## config.mk

```make
export PLATFORM = sky130hd
export DESIGN_NAME = seg_scan_ctrl
export DESIGN_NICKNAME = d
export VERILOG_FILES = /design/src/rtl/seg_pkg.sv /design/src/rtl/BCD7.sv /design/src/rtl/seg_scan_ctrl.sv
export SDC_FILE = /design/constraint.sdc
export NUM_CORES = 1
export LEC_CHECK = 0
export ABC_AREA = 1
export CELL_PAD_IN_SITES_DETAIL_PLACEMENT = 1
export CELL_PAD_IN_SITES_GLOBAL_PLACEMENT = 2
export CORE_ASPECT_RATIO = 1.5
export CORE_MARGIN = 2
export CORE_UTILIZATION = 33
export DETAILED_ROUTE_END_ITERATION = 8
export PLACE_DENSITY_LB_ADDON = 0.1
export SYNTH_ARGS = -nofsm -noshare
export SYNTH_HDL_FRONTEND = slang
export SYNTH_SLANG_ARGS = --single-unit
```

## constraint.sdc

```tcl
create_clock -name clk -period 7.51 [get_ports clk]
set_input_delay 1.1265 -clock clk [delete_from_list [all_inputs] [get_ports clk]]
set_output_delay 1.1265 -clock clk [all_outputs]
set_load 0.01 [all_outputs]
```

## src/rtl/seg_pkg.sv

```systemverilog
// Shared definitions for the seven-segment scan controller: FSM states,
// blanking constants and the hex-to-segment table (active-high).
package seg_pkg;

    typedef enum logic [1:0] {
        ST_BLANK = 2'd0,
        ST_SHOW  = 2'd1,
        ST_OFF   = 2'd2
    } state_t;

    localparam logic [6:0] SEG_OFF = 7'b1111111;
    localparam logic [3:0] ANO_OFF = 4'b1111;

    // Segment order {g,f,e,d,c,b,a}, entry i lights hex digit i.
    localparam logic [6:0] HEX7 [16] = '{
        7'h3F, 7'h06, 7'h5B, 7'h4F, 7'h66, 7'h6D, 7'h7D, 7'h07,
        7'h7F, 7'h6F, 7'h77, 7'h7C, 7'h39, 7'h5E, 7'h79, 7'h71
    };

endpackage

```

## src/rtl/BCD7.sv

```systemverilog
// Hex nibble to seven-segment decoder, active-high segments.
module BCD7
    import seg_pkg::*;
(
    input  logic [3:0] hex,
    output logic [6:0] seg
);

    assign seg = HEX7[hex];

endmodule

```

## src/rtl/seg_scan_ctrl.sv

```systemverilog
// Four-digit seven-segment scan controller: cycles through enabled digits,
// with a blanking gap between slots and the digit value captured at slot start.
module seg_scan_ctrl
    import seg_pkg::*;
#(
    parameter int DIV   = 50000,
    parameter int BLANK = 16
) (
    input  logic       clk,
    input  logic       RESET,
    input  logic [3:0] d0,
    input  logic [3:0] d1,
    input  logic [3:0] d2,
    input  logic [3:0] d3,
    input  logic [3:0] dig_en,
    output logic [6:0] led,
    output logic [3:0] ano,
    output logic [1:0] dbg_state
);

    localparam int CW = (DIV > 1) ? $clog2(DIV) : 1;

    state_t        state;
    logic [1:0]    idx;
    logic [CW-1:0] cnt;
    logic [3:0]    cap;

    logic [2:0]    pick;
    logic [3:0]    sel_val;
    logic          go;
    logic [3:0]    cap_d;
    logic [6:0]    cap_seg;

    // Returns {found, digit}: first enabled digit after cur, wrapping back to cur.
    function automatic logic [2:0] next_digit(input logic [1:0] cur, input logic [3:0] en);
        logic [2:0] r;
        logic [1:0] c;
        r = 3'b000;
        for (int k = 4; k >= 1; k--) begin
            c = cur + 2'(k);
            if (en[c]) r = {1'b1, c};
        end
        return r;
    endfunction

    assign pick = next_digit(idx, dig_en);

    always_comb begin
        sel_val = d0;
        case (pick[1:0])
            2'd1:    sel_val = d1;
            2'd2:    sel_val = d2;
            2'd3:    sel_val = d3;
            default: sel_val = d0;
        endcase
    end

    // Decoding the capture register's next value lets the segments switch
    // on the same edge as the anode, so the first SHOW cycle is already correct.
    assign go    = (state == ST_BLANK) && (cnt == CW'(BLANK - 1)) && pick[2];
    assign cap_d = go ? sel_val : cap;

    BCD7 u_bcd7 (
        .hex (cap_d),
        .seg (cap_seg)
    );

    assign dbg_state = state;

    always_ff @(posedge clk or posedge RESET) begin
        if (RESET) begin
            state <= ST_BLANK;
            cnt   <= '0;
            idx   <= 2'd3;
            cap   <= 4'd0;
            ano   <= ANO_OFF;
            led   <= SEG_OFF;
        end else begin
            cap <= cap_d;
            case (state)
                ST_BLANK: begin
                    ano <= ANO_OFF;
                    led <= SEG_OFF;
                    if (cnt == CW'(BLANK - 1)) begin
                        cnt <= '0;
                        if (pick[2]) begin
                            idx   <= pick[1:0];
                            state <= ST_SHOW;
                            ano   <= ~(4'b0001 << pick[1:0]);
                            led   <= ~cap_seg;
                        end else begin
                            state <= ST_OFF;
                        end
                    end else begin
                        cnt <= cnt + 1'b1;
                    end
                end
                ST_SHOW: begin
                    ano <= ~(4'b0001 << idx);
                    led <= ~cap_seg;
                    if (cnt == CW'(DIV - 1)) begin
                        cnt   <= '0;
                        state <= ST_BLANK;
                        ano   <= ANO_OFF;
                        led   <= SEG_OFF;
                    end else begin
                        cnt <= cnt + 1'b1;
                    end
                end
                ST_OFF: begin
                    ano <= ANO_OFF;
                    led <= SEG_OFF;
                    cnt <= '0;
                    if (dig_en != 4'd0) state <= ST_BLANK;
                end
                default: begin
                    state <= ST_BLANK;
                    cnt   <= '0;
                    ano   <= ANO_OFF;
                    led   <= SEG_OFF;
                end
            endcase
        end
    end

endmodule
```

**Run 1: M1 wires**

Drawn at 4 px/um.
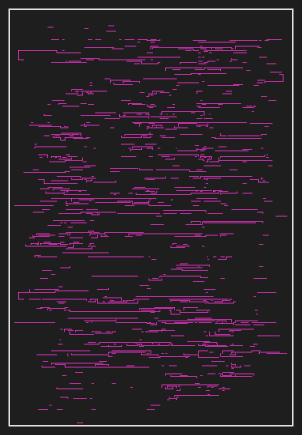
nets with wire on the layer: 316
wire length on this layer: 2280 um
longest straight run: 28.5 um
routed vias: 1933
WL final: 5390 um
met1 Use GR: 19.1%

**Run 1: congestion heat map**

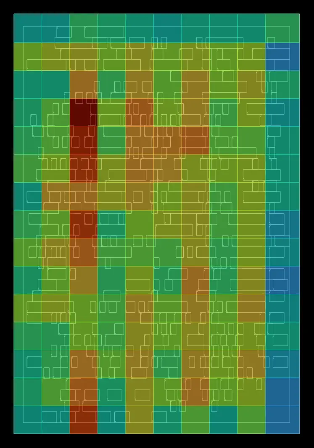
met2 Resource Use GR: 28.8%
post-layout util: 42.2%
M3 GR Usage: 2.63%
GRT Total Usage: 15.8%
Wirelength per Cell: 13.4 um

**Run 1: sizing map**

Drawn at 4 px/um.
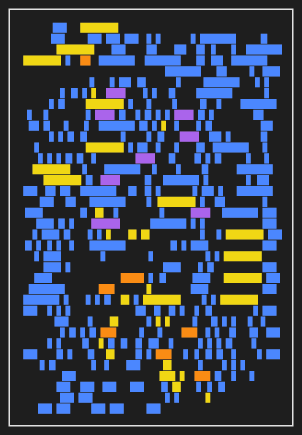
legend:
  _6 and larger:
    color: purple
    cells: 8
    share: 2.5%
    most_used: clkbuf_8
  _0 and _1 cells:
    color: blue
    cells: 280
    share: 86%
    most_used: nand2_1
  _3 and _4 cells:
    color: orange
    cells: 7
    share: 2.1%
    most_used: nand2_4
  _2 cells:
    color: yellow
    cells: 31
    share: 9.5%
    most_used: dfstp_2
Setup WS post-layout: 4.05 ns
bufs w/o clock: 35
final instance area: 2720 um^2
P&R area growth vs syn: 24.1%

**Run 1: placement by cell class**

Drawn at 4 px/um.
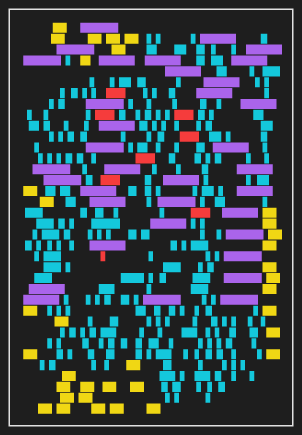
legend:
  remaining buffers and delay cells:
    color: yellow
    cells: 35
    share_of_their_area: 13%
  sequential cells:
    color: purple
    cells: 35
    share_of_their_area: 34%
  clock drivers and dummy loads:
    color: red
    cells: 8
    share_of_their_area: 3.8%
  combinational and other logic:
    color: cyan
    cells: 248
    share_of_their_area: 49%
flop share of the area: 32.9%
FP Rows: 36
Core ar.: 6440 um^2

==> results.tsv, run 1 <==
stage	metric	value	unit
timing	unrepaired setup endpoints after global routing	no	
die	die area	7310	um^2
synthesis	aoi share	7.43	%
synthesis	XORs/XNORs by Area	2.40	%
critical_path	Worst path depth	15	
die	IO Count	35	
place	dpl ws	3.62	ns
critical_path	crit-path max FO	12	
worst_hold_path	min-delay worst type	flip-flop to flip-flop	
synthesis	adder share	6.29	%
synthesis	Synth cell types	33	
critical_path	worst reg2reg setup slack	4.45	ns
grt	antenna violations before repair	0	
status	status	finished, final reports clean	
clock_tree	CTS root buffer	clkbuf_8	
worst_hold_path	WHS Endpoint	cnt[0]	
routing	DRT Pass-1 Iters	4	
synthesis	Top logic family	simple AND/OR/NAND/NOR gates	
timing	Slew HR	51.7	%
final_layout	Top cells excl fill/tap	71 x nand2_1, 39 x inv_1, 34 x clkdlybuf4s50_1	
critical_path	critical path's most frequent cell	nand2_1	
critical_path	crit path capture	led[3]	
critical_path	Crit. Startpoint	dig_en[0]	
grt	vias in the first global route	1986	
synthesis	Post-synth regs	35	
die	Pre-Place Util	34.0	%
synthesis	post-synthesis sequential area ratio	40.8	%
final_layout	share of layout cells above drive strength 1	14.1	%
timing	final setup vio count	0	
final_layout	Non-Filler Instances	402	
final_layout	n_diodes	0	
power	Worst IR Drop VDD	123	uV
synthesis	YS chip area	2190	um^2
worst_hold_path	hold path start	cnt[0]	
die	Die Height	104	um
clock_tree	CTS Hold Buffers Added	0	
place	input/output buffers	34	
critical_path	Critical Path Start Type	input port	
synthesis	syn_nets	318	
final_layout	post-layout net count	358	
## run 1: registers in the layout, summed over array words and instances (netlist names)
| signal | count |
|---|---|
| dbg_state | 2 |
| cnt | 16 |
| ano | 4 |
| cap | 4 |
| idx | 2 |
| led | 7 |
## run 1: area by class of cell
type / count / area, um^2
clock buffers: 8 / 100
inverters: 48 / 180
repair buffers: 35 / 348
flip-flops and latches: 35 / 892
well taps: 76 / 95.1
fillers: 806 / 3730
multi-input cells: 200 / 1100
## run 1: report_power, final
group	internal [mW]	switching, mW
logic	0.175	0.287
registers	0.250	0.0302
clock network	0.0837	0.0655
## run 1: cell usage after synthesis
master / n / area share [%]
buf_2: 1 / 0.23
o21a_1: 1 / 0.34
a211oi_1: 1 / 0.34
nor3b_1: 2 / 0.69
o21ai_4: 1 / 0.74
nor3_1: 2 / 0.46
o311ai_1: 1 / 0.40
nor2_8: 1 / 0.91
or2_2: 1 / 0.29
nand2_2: 5 / 1.4
nor2_1: 25 / 4.3
dfrtp_1: 22 / 25
nand3b_1: 4 / 1.4
dfstp_2: 13 / 16
nand3_1: 30 / 6.9
nand3b_2: 1 / 0.51
xor2_1: 5 / 2.0
a21oi_1: 7 / 1.6
nand2_4: 4 / 2.1
inv_1: 39 / 6.7
inv_2: 9 / 1.5
o21ai_1: 2 / 0.46
buf_6: 1 / 0.51
o211ai_1: 2 / 0.69
ha_1: 11 / 6.3
o21ai_0: 11 / 2.5
nand4_1: 5 / 1.4
nor4_1: 2 / 0.57
nor2_4: 1 / 0.51
a21boi_1: 1 / 0.34
nand2_1: 71 / 12
nor2_2: 2 / 0.57
xnor2_1: 1 / 0.40
**Run 1: close-up of the layout**

Region (5, 65) to (30, 90) um. Cells in gray, sequential cells in the stronger gray; small squares are vias.
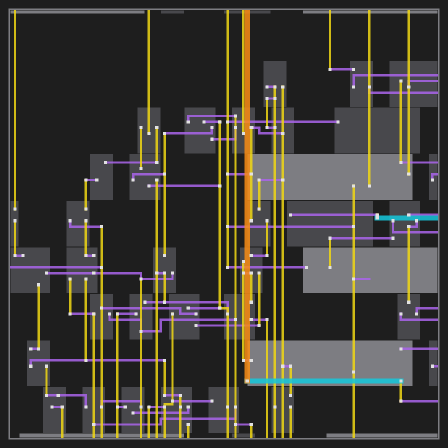

==> run 2, diff against run 1 <==
--- a/config.mk
+++ b/config.mk
@@ -10,7 +10,7 @@
 export CELL_PAD_IN_SITES_GLOBAL_PLACEMENT = 2
 export CORE_ASPECT_RATIO = 1.5
 export CORE_MARGIN = 2
-export CORE_UTILIZATION = 33
+export CORE_UTILIZATION = 31
 export DETAILED_ROUTE_END_ITERATION = 8
 export PLACE_DENSITY_LB_ADDON = 0.1
 export SYNTH_ARGS = -nofsm -noshare
==> constraint.sdc (replaced) <==
create_clock -name clk -period 3.6 [get_ports clk]
set_input_delay 0.54 -clock clk [delete_from_list [all_inputs] [get_ports clk]]
set_output_delay 0.54 -clock clk [all_outputs]
set_load 0.01 [all_outputs]
**Run 2: close-up of the layout**

Region (6, 68) to (31, 93) um. Cells in gray, sequential cells in the stronger gray; small squares are vias.
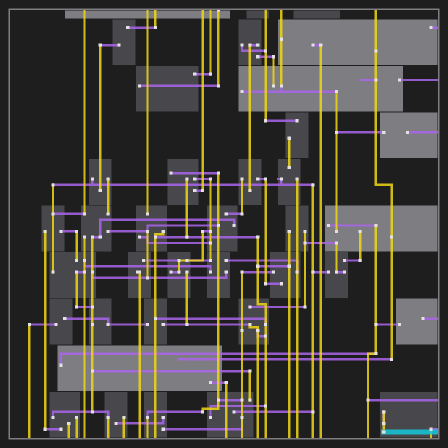
legend:
  metal 1:
    color: purple
  metal 2:
    color: yellow
  metal 3:
    color: cyan
cells with their middle in the window: 32
netlist names of flops here include: led (4)
most frequent: nand2_1 (11), nand3_1 (6), dfstp_2 (4)
sequential cells in the window: 4

**Run 2: congestion heat map**

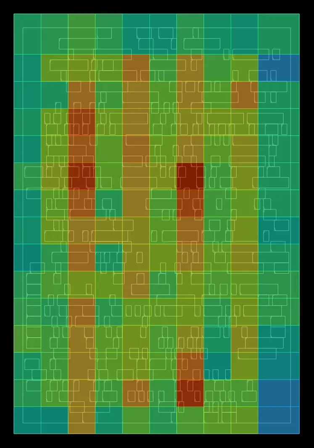
M3 GR Usage: 2.82%
post-layout util: 40.0%
met1 Use GR: 17.4%
met2 Resource Use GR: 29.0%

==> results.tsv, run 2 <==
stage	metric	value	unit
final_layout	Top reg by flops	cnt	
timing	Slew HR	32.9	%
power	sw power	817	uW
power	Worst IR Drop VDD	231	uV
grt	GRT Total Usage	15.5	%
status	status	finished, final reports clean	
grt	antenna violations before repair	0	
final_layout	max FFs per register	16	
final_layout	Top cells excl fill/tap	71 x nand2_1, 39 x inv_1, 34 x clkdlybuf4s50_1	
synthesis	Synth Flop Type	dfrtp_1	
critical_path	Crit. Startpoint	idx[0]	
worst_hold_path	min-delay worst type	flip-flop to flip-flop	
final_layout	post-layout net count	361	
synthesis	post-synth top area cell	dfrtp_1	
power	combinational share of power	52.0	%
die	FP Rows	37	
synthesis	Synth cell types	33	
timing	unrepaired setup endpoints after global routing	no	
routing	Wirelength per Cell	13.2	um
synthesis	YS chip area	2190	um^2
die	IO Count	35	
critical_path	crit-path max FO	10	
timing	final setup vio count	0	
synthesis	post-synth top area share	25.2	%
place	input/output buffers	34	
**Run 2: M1 wires**

Drawn at 4 px/um.
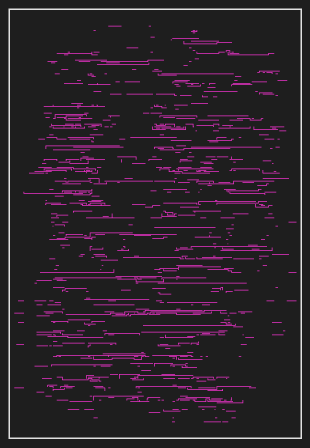
nets with wire on the layer: 322
main direction: horizontal
longest straight run: 23.0 um
wire length on this layer: 2240 um
routed vias: 1927
WL final: 5380 um

-- run 2: cell counts after synthesis --
Identical to the previous run, type by type.
-- run 2: stage by stage --
stage               cell area [um^2]  setup slack [ns]
floorplan                       2190             0.948
global placement                2640             0.401
detailed placement              2640             0.405
CTS                             2740             0.414
global route                    2740             0.174
finish                          2740             0.479
-- run 2: power groups by stage --
stage	Sequential (mW)	Combinational [mW]	Clock [mW]
CTS	0.587	0.999	0.330
finish	0.584	0.977	0.318
global route	0.597	1.11	0.348
global placement	0.589	0.985	0
floorplan	0.595	0.716	0
detailed placement	0.594	0.994	0
-- run 2: metal layers --
layer / part of all wire [%] / track usage, %
met5: 0 / 0
met4: 1.0 / 4.50
met3: 2.2 / 2.82
met2: 55 / 29.0
met1: 42 / 17.4
-- run 2: kinds of logic (layout without fill, tap and decap cells) --
kind of cell    Yosys count  in the layout  share of synthesized area (%)
simple gates            156            156                           34.1
buf+inv                  50             94                           8.98
flops                    35             35                           40.8
compound gates           27             27                           7.43
fa+ha+maj                11             11                           6.29
xor+xnor                  6              6                           2.40
-- run 2: worst max-delay path by stage --
stage / slack [ns] / endpoint
after global placement: 0.40 / led[1]
after CTS: 0.41 / led[1]
after detailed placement: 0.40 / led[1]
after global routing: 0.17 / led[3]
after floorplan: 0.95 / led[1]
final: 0.48 / led[1]
-- run 2: cell type report --
cell class | count | area [um^2] | share of cell area, %
well taps | 78 | 97.6 | 3.56
clock inverters | 1 | 7.51 | 0.274
repair buffers | 38 | 370 | 13.5
flip-flops and latches | 35 | 892 | 32.5
clock buffers | 7 | 96.3 | 3.51
inverters | 48 | 180 | 6.57
multi-input cells | 200 | 1100 | 40.1
**Run 2: placement by cell class**

Drawn at 4 px/um.
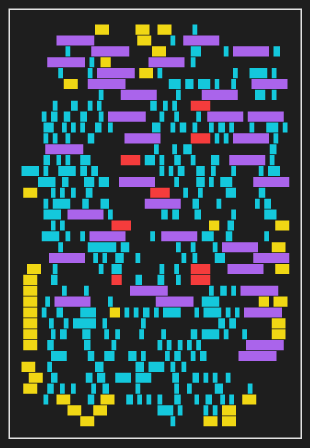

==> run 3, diff against run 2 <==
--- a/config.mk
+++ b/config.mk
@@ -12,7 +12,7 @@
 export CORE_MARGIN = 2
 export CORE_UTILIZATION = 31
 export DETAILED_ROUTE_END_ITERATION = 8
-export PLACE_DENSITY_LB_ADDON = 0.1
+export PLACE_DENSITY = 0.89
 export SYNTH_ARGS = -nofsm -noshare
 export SYNTH_HDL_FRONTEND = slang
 export SYNTH_SLANG_ARGS = --single-unit
**Run 3: placement by cell class**

Drawn at 4 px/um.
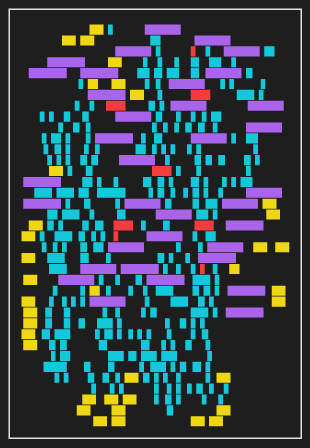
legend:
  combinational and other logic:
    color: cyan
    cells: 248
    share_of_their_area: 49%
  clock drivers and dummy loads:
    color: red
    cells: 8
    share_of_their_area: 3.1%
  remaining buffers and delay cells:
    color: yellow
    cells: 37
    share_of_their_area: 14%
  sequential cells:
    color: purple
    cells: 35
    share_of_their_area: 34%
flop share of the area: 32.9%
FP Rows: 37
final instance area: 2710 um^2

**Run 3: congestion heat map**

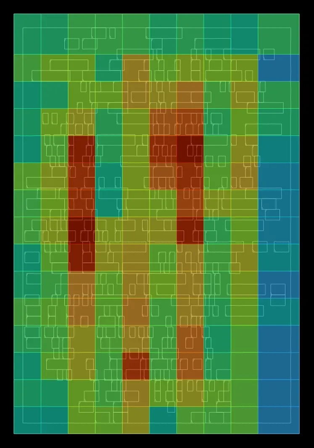
post-layout util: 39.6%
M3 GR Usage: 3.48%
Wirelength per Cell: 13.4 um
GR peak layer: met2

==> results.tsv, run 3 <==
stage	metric	value	unit
critical_path	worst reg2reg setup slack	0.47	ns
grt	GRT Total Usage	15.8	%
synthesis	Post-synth EDFFs	0	
synthesis	YS chip area	2190	um^2
synthesis	Post-synth regs	35	
timing	Setup WS post-layout	0.473	ns
synthesis	commonest cells in the synthesized netlist	71 x nand2_1, 39 x inv_1, 30 x nand3_1, 25 x nor2_1, 22 x dfrtp_1	
routing	WL final	5460	um
power	internal cell power	1.02	mW
power	clock power share	14.6	%
synthesis	post-synth top area cell	dfrtp_1	
final_layout	Top reg by flops	cnt	
worst_hold_path	hold path start	cnt[0]	
timing	unrepaired setup endpoints after global routing	no	
timing	Slew HR	29.2	%
clock_tree	CTS root buffer	clkbuf_8	
critical_path	crit-path max FO	10	
synthesis	ys async rst share	100	%
place	dpl ws	0.436	ns
clock_tree	CTS Hold Buffers Added	0	
synthesis	Cell area leaders	dfrtp_1 25%, dfstp_2 16%, nand2_1 12%, nand3_1 6.9%, inv_1 6.7%	
worst_hold_path	min-delay worst type	flip-flop to flip-flop	
final_layout	max FFs per register	16	
final_layout	post-layout net count	360	
status	status	finished, final reports clean	
power	combinational share of power	53.5	%
power	power share of the sequential group	31.9	%
power	Worst IR Drop VDD	278	uV
place	input/output buffers	34	
final_layout	share of layout cells above drive strength 1	14.0	%
synthesis	post-synth top area share	25.2	%
final_layout	Non-Filler Instances	406	
synthesis	count leader, synth	nand2_1	
**Run 3: close-up of the layout**

Region (6, 68) to (31, 93) um. Cells in gray, sequential cells in the stronger gray; small squares are vias.
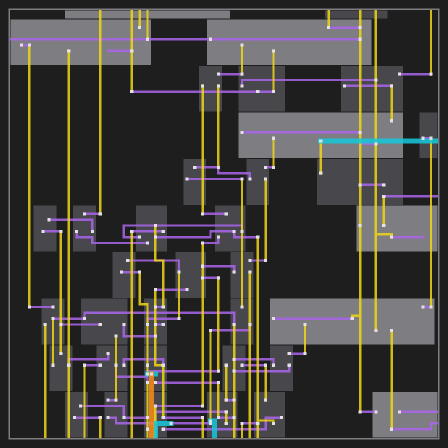
legend:
  metal 3:
    color: cyan
  metal 2:
    color: yellow
  metal 1:
    color: purple
  metal 4:
    color: orange
most frequent: nand2_1 (12), nand3_1 (5), dfstp_2 (4)
netlist names of flops here include: led (4), cnt (1)
cells with their middle in the window: 32
sequential cells in the window: 5

run 3: area by class of cell:
type                       count  area, um^2
inverter                      48         180
sequential                    35         892
timing repair buffer          37         363
tap                           78        97.6
clock buffer                   8        80.1
fill                         876        4140
multi-input combinational    200        1100
run 3: logic make-up (layout without fill, tap and decap cells):
family | after synthesis | count (layout) | share of synthesized area [%]
buf+inv | 50 | 93 | 8.98
xor+xnor | 6 | 6 | 2.40
compound gates | 27 | 27 | 7.43
flops | 35 | 35 | 40.8
simple gates | 156 | 156 | 34.1
fa+ha+maj | 11 | 11 | 6.29
run 3: worst max-delay path by stage:
stage | start | cells past startpoint | slack [ns] | endpoint
after floorplan | idx[0] | 19 | 0.95 | led[1]
after global placement | idx[0] | 20 | 0.47 | led[1]
after detailed placement | idx[0] | 20 | 0.44 | led[1]
after CTS | idx[0] | 20 | 0.41 | led[1]
after global routing | idx[0] | 21 | 0.08 | led[3]
final | idx[0] | 20 | 0.47 | led[1]
run 3: critical path, delay by kind of cell, from the launching register on:
kind	cells	cell delay (ns)
compound gates	1	0.11
buf+inv	5	0.50
flops	1	0.65
fa+ha+maj	2	0.66
simple gates	12	1.12
run 3: metal layers:
metal / up-vias / track usage, % / share of wire [%]
met5: - / 0 / 0
met2: 35 / 29.2 / 53
met4: 0 / 5.16 / 2.0
met1: 932 / 17.2 / 42
met3: 11 / 3.48 / 2.5
li1: 982 / - / -
run 3: power groups by stage:
| stage | clock [mW] | sequential (mW) | combinational, mW |
|---|---|---|---|
| CTS | 0.278 | 0.587 | 0.999 |
| finish | 0.268 | 0.585 | 0.981 |
| global placement | 0 | 0.591 | 0.971 |
| global route | 0.302 | 0.597 | 1.12 |
| detailed placement | 0 | 0.591 | 0.996 |
| floorplan | 0 | 0.595 | 0.716 |
Power figures rest on the tool's default switching activity, not on a simulated workload.
